--- src/rtl/seg_rx_decoder_if.sv ---
// ============================================================================
// seg_rx_decoder_if : seven-segment receive bus (pattern in, decoded state out)
// Rev 1.0
// ============================================================================
`default_nettype none

interface seg_rx_decoder_if #(
    parameter int CNT_W = 16
);
    logic [8:0]       seg_in;
    logic [3:0]       digit;
    logic             dp;
    logic             valid;
    logic             blank;
    logic             upd;
    logic             err;
    logic [CNT_W-1:0] upd_cnt;

    modport master (
        output seg_in,
        input  digit, dp, valid, blank, upd, err, upd_cnt
    );

    modport slave (
        input  seg_in,
        output digit, dp, valid, blank, upd, err, upd_cnt
    );
endinterface

`default_nettype wire

--- src/rtl/seg_rx_decoder.sv ---
// ============================================================================
// seg_rx_decoder : sync + stability filter + settle FSM + segment-to-hex decode
// Optional update counter enabled by SEG_RX_CNT_EN.                   Rev 1.0
// ============================================================================
`default_nettype none

module seg_rx_decoder #(
    parameter int STABLE_CYCLES = 4,
    parameter int CNT_W         = 16
) (
    input  wire logic       clk,
    input  wire logic       rst,
    seg_rx_decoder_if.slave bus
);
    localparam logic [CNT_W-1:0] c_last = CNT_W'(STABLE_CYCLES - 1);
    localparam logic [CNT_W-1:0] c_pre  = CNT_W'(STABLE_CYCLES - 2);
    localparam logic [8:0]       c_idle = 9'h100;

    typedef enum logic [1:0] {
        ST_BLANK  = 2'd0,
        ST_SETTLE = 2'd1,
        ST_LOCKED = 2'd2,
        ST_BAD    = 2'd3
    } state_t;

    state_t           r_state;
    logic [8:0]       r_s1, r_s2, r_cand;
    logic [CNT_W-1:0] r_cnt;
    logic [3:0]       r_digit;
    logic             r_dp, r_valid, r_blank, r_upd, r_err;

    logic [3:0]       w_hex;
    logic             w_hit, w_dark, w_accept, w_upd_set;

    always_comb begin
        w_hit = 1'b1;
        w_hex = 4'h0;
        case (r_cand[6:0])
            7'h3F: w_hex = 4'h0;
            7'h06: w_hex = 4'h1;
            7'h5B: w_hex = 4'h2;
            7'h4F: w_hex = 4'h3;
            7'h66: w_hex = 4'h4;
            7'h6D: w_hex = 4'h5;
            7'h7D: w_hex = 4'h6;
            7'h07: w_hex = 4'h7;
            7'h7F: w_hex = 4'h8;
            7'h6F: w_hex = 4'h9;
            7'h77: w_hex = 4'hA;
            7'h7C: w_hex = 4'hB;
            7'h39: w_hex = 4'hC;
            7'h5E: w_hex = 4'hD;
            7'h79: w_hex = 4'hE;
            7'h71: w_hex = 4'hF;
            default: w_hit = 1'b0;
        endcase
    end

    // DIG is an active-low enable; a disabled digit or no lit segment reads as dark
    assign w_dark    = r_cand[8] | (r_cand[6:0] == 7'h00);
    assign w_accept  = (r_s2 == r_cand) && (r_state == ST_SETTLE) && (r_cnt == c_pre);
    assign w_upd_set = w_accept && (w_dark ? r_valid
                     : (w_hit && (!r_valid || ({r_digit, r_dp} != {w_hex, r_cand[7]}))));

    always_ff @(posedge clk) begin
        r_upd <= 1'b0;
        r_err <= 1'b0;
        if (rst) begin
            r_s1    <= c_idle;
            r_s2    <= c_idle;
            r_cand  <= c_idle;
            r_cnt   <= '0;
            r_state <= ST_BLANK;
            r_digit <= 4'h0;
            r_dp    <= 1'b0;
            r_valid <= 1'b0;
            r_blank <= 1'b1;
        end else begin
            r_s1 <= bus.seg_in;
            r_s2 <= r_s1;
            if (r_s2 != r_cand) begin
                r_cand  <= r_s2;
                r_cnt   <= '0;
                r_state <= ST_SETTLE;
            end else if (r_state == ST_SETTLE) begin
                if (w_accept) begin
                    r_cnt <= c_last;
                    r_upd <= w_upd_set;
                    if (w_dark) begin
                        r_state <= ST_BLANK;
                        r_valid <= 1'b0;
                        r_blank <= 1'b1;
                    end else if (w_hit) begin
                        r_state <= ST_LOCKED;
                        r_digit <= w_hex;
                        r_dp    <= r_cand[7];
                        r_valid <= 1'b1;
                        r_blank <= 1'b0;
                    end else begin
                        r_state <= ST_BAD;
                        r_valid <= 1'b0;
                        r_blank <= 1'b0;
                        r_err   <= 1'b1;
                    end
                end else begin
                    r_cnt <= r_cnt + 1'b1;
                end
            end else begin
                r_cnt <= c_last;
            end
        end
    end

`ifdef SEG_RX_CNT_EN
    logic [CNT_W-1:0] r_upd_cnt;

    always_ff @(posedge clk) begin
        if (rst) begin
            r_upd_cnt <= '0;
        end else if (w_upd_set) begin
            r_upd_cnt <= r_upd_cnt + 1'b1;
        end
    end

    assign bus.upd_cnt = r_upd_cnt;
`else
    assign bus.upd_cnt = '0;
`endif

    assign bus.digit = r_digit;
    assign bus.dp    = r_dp;
    assign bus.valid = r_valid;
    assign bus.blank = r_blank;
    assign bus.upd   = r_upd;
    assign bus.err   = r_err;

endmodule

`default_nettype wire

--- src/flat_wrapper.sv ---
// flat-port wrapper written by rule: the top's interface ports become plain ports
module seg_rx_decoder_flat 
#(
    parameter int STABLE_CYCLES = 4,
    parameter int CNT_W         = 16
)
  (clk, rst, bus_seg_in, bus_digit, bus_dp, bus_valid, bus_blank, bus_upd, bus_err, bus_upd_cnt);
  seg_rx_decoder_if #(.CNT_W(CNT_W)) bus_i ();
  input  wire logic clk;
  input  wire logic rst;
  input wire logic [$bits(bus_i.seg_in)-1:0] bus_seg_in;
  output wire logic [$bits(bus_i.digit)-1:0] bus_digit;
  output wire logic [$bits(bus_i.dp)-1:0] bus_dp;
  output wire logic [$bits(bus_i.valid)-1:0] bus_valid;
  output wire logic [$bits(bus_i.blank)-1:0] bus_blank;
  output wire logic [$bits(bus_i.upd)-1:0] bus_upd;
  output wire logic [$bits(bus_i.err)-1:0] bus_err;
  output wire logic [$bits(bus_i.upd_cnt)-1:0] bus_upd_cnt;
  assign bus_i.seg_in = bus_seg_in;
  assign bus_digit = bus_i.digit;
  assign bus_dp = bus_i.dp;
  assign bus_valid = bus_i.valid;
  assign bus_blank = bus_i.blank;
  assign bus_upd = bus_i.upd;
  assign bus_err = bus_i.err;
  assign bus_upd_cnt = bus_i.upd_cnt;
  seg_rx_decoder #(.STABLE_CYCLES(STABLE_CYCLES), .CNT_W(CNT_W)) u_core (.clk(clk), .rst(rst), .bus(bus_i));
endmodule
--- config.mk ---
export PLATFORM = sky130hd
export DESIGN_NAME = seg_rx_decoder_flat
export DESIGN_NICKNAME = d
export VERILOG_FILES = /design/src/rtl/seg_rx_decoder_if.sv /design/src/rtl/seg_rx_decoder.sv /design/src/flat_wrapper.sv
export SDC_FILE = /design/constraint.sdc
export NUM_CORES = 1
export LEC_CHECK = 0
export CAP_MARGIN = 20
export CORE_ASPECT_RATIO = 1.5
export CORE_MARGIN = 8
export CORE_UTILIZATION = 44
export DETAILED_ROUTE_END_ITERATION = 8
export DONT_BUFFER_PORTS = 1
export HOLD_SLACK_MARGIN = 0.08
export PLACE_DENSITY_LB_ADDON = 0.08
export SYNTH_ARGS = -nofsm -noshare
export SYNTH_HDL_FRONTEND = slang
export SYNTH_SLANG_ARGS = --single-unit
export TNS_END_PERCENT = 20
--- constraint.sdc ---
create_clock -name clk -period 4.9 [get_ports clk]
set_input_delay 0.49 -clock clk [delete_from_list [all_inputs] [get_ports clk]]
set_output_delay 0.49 -clock clk [all_outputs]
set_load 0.05 [all_outputs]
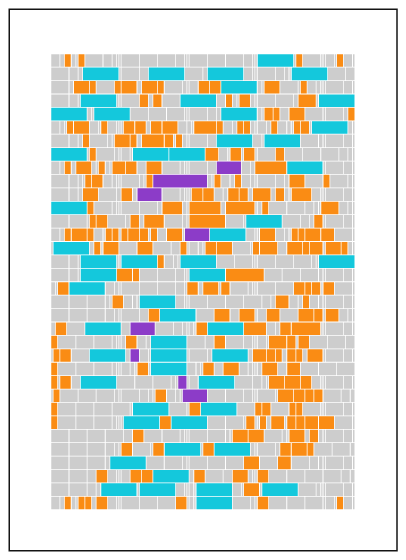
(images/cell_classes.png)
Fill, decap, tap and diode cells in grey.
Key: orange = all other logic [cells 211]; purple = clock drivers and dummy loads [cells 8]; cyan = flip-flops [cells 54]

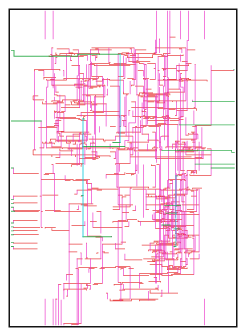
(images/metal_stack.png)
Key: red = met1 [wire length 1990 um]; green = met3 [wire length 183 um]; cyan = met4 [wire length 95.9 um]; magenta = met2 [wire length 2390 um]

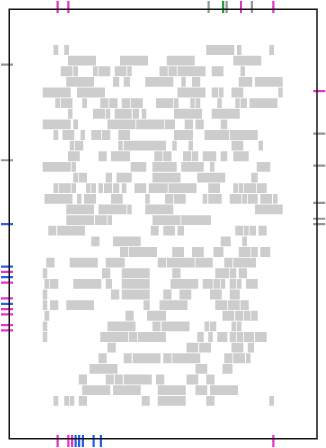
(images/pins.png)
Pins as bars across the die edge, other pins in grey.
Key: blue = bus_seg_in [pins 9, direction input, edge 5 south, 4 west]; green = bus_valid [pins 1, direction output, edge north]; magenta = bus_upd_cnt [pins 16, direction output, edge 7 west, 4 south, 4 north, 1 east]
All pins by edge: 13 west, 9 south, 8 north, 6 east.

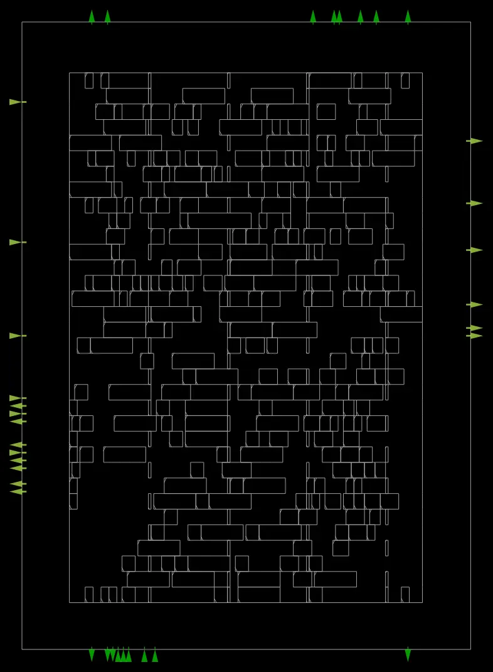
(images/final_placement.png)
Core ar.: 5700 um^2
Filler Cell Count: 593
registers: 54
tapcell count: 72
Util after Layout: 0.4633

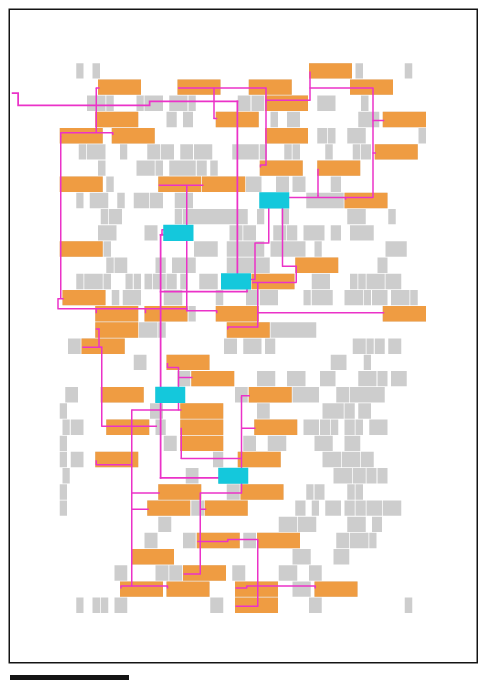
(images/clock_map.png)
Scale bar: 20 um.
Key: orange = flip-flops [count 54]; cyan = cells driving clock nets [count 5]; magenta = clock wires [length 623 um]
There are 6 routed clock nets.

==> results_dict.tcl <==
# yosys + openroad results
set metrics [dict create \
    cpMostUsedCell "a21oi_1" \
    area_growth_pct 2.975 \
    place_area_um2 2532 \
    hold_start "rst" \
    p_clk_frac 0.355 \
    synth_flops 54 \
    dp_slack_ns 2.452 \
    htree_levels 2 \
    lay_top_cells "54 x dfxtp_1, 27 x nor2_1, 26 x nor2b_1, 21 x nand2_1, 16 x conb_1" \
    whs_path_depth 1 \
    hold_violations 0 \
    ant_nets 0 \
    clockBufferDepth 2 \
    pg_comb_mw 0.0615 \
    fp.dieH_um 109.5 \
    fp_util 0.4500 \
    logic_area_um2 1350 \
    setup_ws_ns 2.466 \
    ir_worst_vdd_mv 0.1527 \
    grt_busiest_layer "met2" \
    postCtsHoldBufs 0 \
    drtPass1Iterations 4 \
    drt_wl_total_mm 4.660 \
    post-route-drc-count 0 \
    track_usage 0.1148 \
    path_cells "or3b_2 > a21oi_1 > a21oi_2 > xnor2_1 > o31ai_1 > a21oi_1 > o41a_1" \
    postCtsSetupRepairBufs 0 \
    timing.hold.ws_ns 0.2419 \
    report.final.slew_viol_count 0 \
    gr-usage-met3 0.03601 \
    rrSetupSlack_ns 2.47 \
    worst_pin_slew_ns 0.6597 \
    synthCells 279 \
    dpl.hpwl_mm 3.418 \
    synth_seq_share 0.4215 \
    switchingPower_mw 0.1929 \
    grt_max_degree 37 \
    timing.max_cap.violations 0 \
    io_pins 36 \
    viasPerCell 4.965 \
    cp-startpoint "u_core.r_cand[1]" \
    ys_cells 279 \
    finalClockPeriodUsage 0.4966 \
    cp_num_cells 7 \
    syn_area_per_cell_um2 9.193 \
    cts_sinks 54 \
    power-top-group "registers" \
    antenna_cells 0 \
    power_density_nw_per_um2 306.6 \
    num_rows 34 \
    r2r_cells 7 \
    synth_area_um2 2565 \
    power.total_mw 0.8097 \
    holdPathEnd "u_core.bus.digit[2]" \
    vias 1713 \
    dp_cells 337 \
    critPathLaunchType "register" \
    hold_class "primary input to register" \
    seqPwrFrac 0.569 \
    grt_util_met2 0.2020 \
    fin_area_um2 2641 \
    lay_top_count "dfxtp_1" \
    final-setup-viol-count 0 \
    grt_pass1_wl_mm 7.886 \
    power_frac_comb 0.076 \
    internal_power_mw 0.6168 \
    ys_area_um2 2565 \
    reg2reg_from "u_core.r_cand[1]" \
    cts_made_buffers 5 \
    wl_per_cell_um 13.51 \
    top_area_cell "dfxtp_1" \
    worstSkewPairLatency_ns 0.31 \
    gp_congestion 0.8422 \
    layout.cells.non_filler 345 \
    period_minus_slack_ns 2.434 \
    yosys_most_used_dff "dfxtp_1" \
    pg_clk_mw 0.287 \
    synth-edff-count 0 \
    status "completed" \
    io_buffers 0 \
    wl_met2_mm 2.392 \
    die_area_um2 8579 \
    top_cells_by_area "dfxtp_1 42%, nor2b_1 6.3%, xnor2_1 5.1%, buf_4 4.7%, xor2_1 4.4%" \
    yosysMostFrequentCell "dfxtp_1" \
    tns_ns 0 \
    synthDominantCellAreaShare 0.4215 \
    critical_path_class "register to register" \
    arrival_ns 2.63 \
    cts-root-buf "clkbuf_8" \
    top_layer_used "met4" \
    switching_share 0.2383 \
    cp_slowest_stage_delay_ns 0.69 \
    yosysUniqueCellTypes 56 \
    finClkSkew_ns 0.01272 \
    yosys-top-cells-count "54 x dfxtp_1, 27 x nor2_1, 26 x nor2b_1, 21 x nand2_1, 16 x buf_4" \
    cts_tree "built" \
    crit_path_end_kind "register" \
    async_flop_share 0 \
    antenna_found_initial 0 \
    met3_length_um 182 \
    grt_pass1_vias 1690 \
    cp-endpoint "u_core.bus.upd" \
    cp_max_fo 17 \
    layout-drive-gt1-share 0.08425 \
    ctsResizeCount 0 \
    warnings 27 \
    worstPathRequired_ns 5.10 \
    r2r_end "u_core.bus.upd" \
    use_met1 0.1237 \
    initialDrtViolationCount 56 \
    rsz0062_at_grt "no" \
    relSlewSlack 0.5596 \
    clkTransAtPathRegs_ns 0.10 \
    regArea_um2 1081 \
    gr-total-overflow 0 \
    wl_met1_mm 1.989 \
    cp_top_family "AND-OR/OR-AND gates" \
    critPathBufInv 0 \
    yosys_warnings 0 \
    pg_seq_mw 0.461 \
    final_net_count 285 \
    dieWidth_um 78.34 \
    worst_path_max_delay_cell "dfxtp_1" \
    fmax_mhz 410.9 \
    p_leak_nw 0.9699 \
]
logic make-up after synthesis:
logic type	after synthesis	share of synthesized area
buffers and inverters	32	0.07415
and+or+nand+nor	130	0.3000
other	1	0.001462
DFF	54	0.4215
xor gates and xnor gates	28	0.09561
muxes	4	0.01561
AOI/OAI and AO/OA	28	0.08196
adders and majority gates	2	0.009755
layout make-up:
cell class	instances	area share
multi-input cells	208	0.5111
flip-flops and latches	54	0.4093
well taps	72	0.03411
clock buffers	5	0.02605
clock inverters	3	0.01516
inverters	3	0.004263
registers in the layout, summed over array words and instances, names as in the netlist, 2 cells and up:
name,flops
u_core.bus.digit,4
u_core.r_cand,9
u_core.r_cnt,16
u_core.r_s1,9
u_core.r_s2,9
u_core.r_state,2
Power and IR drop assume default switching activity.
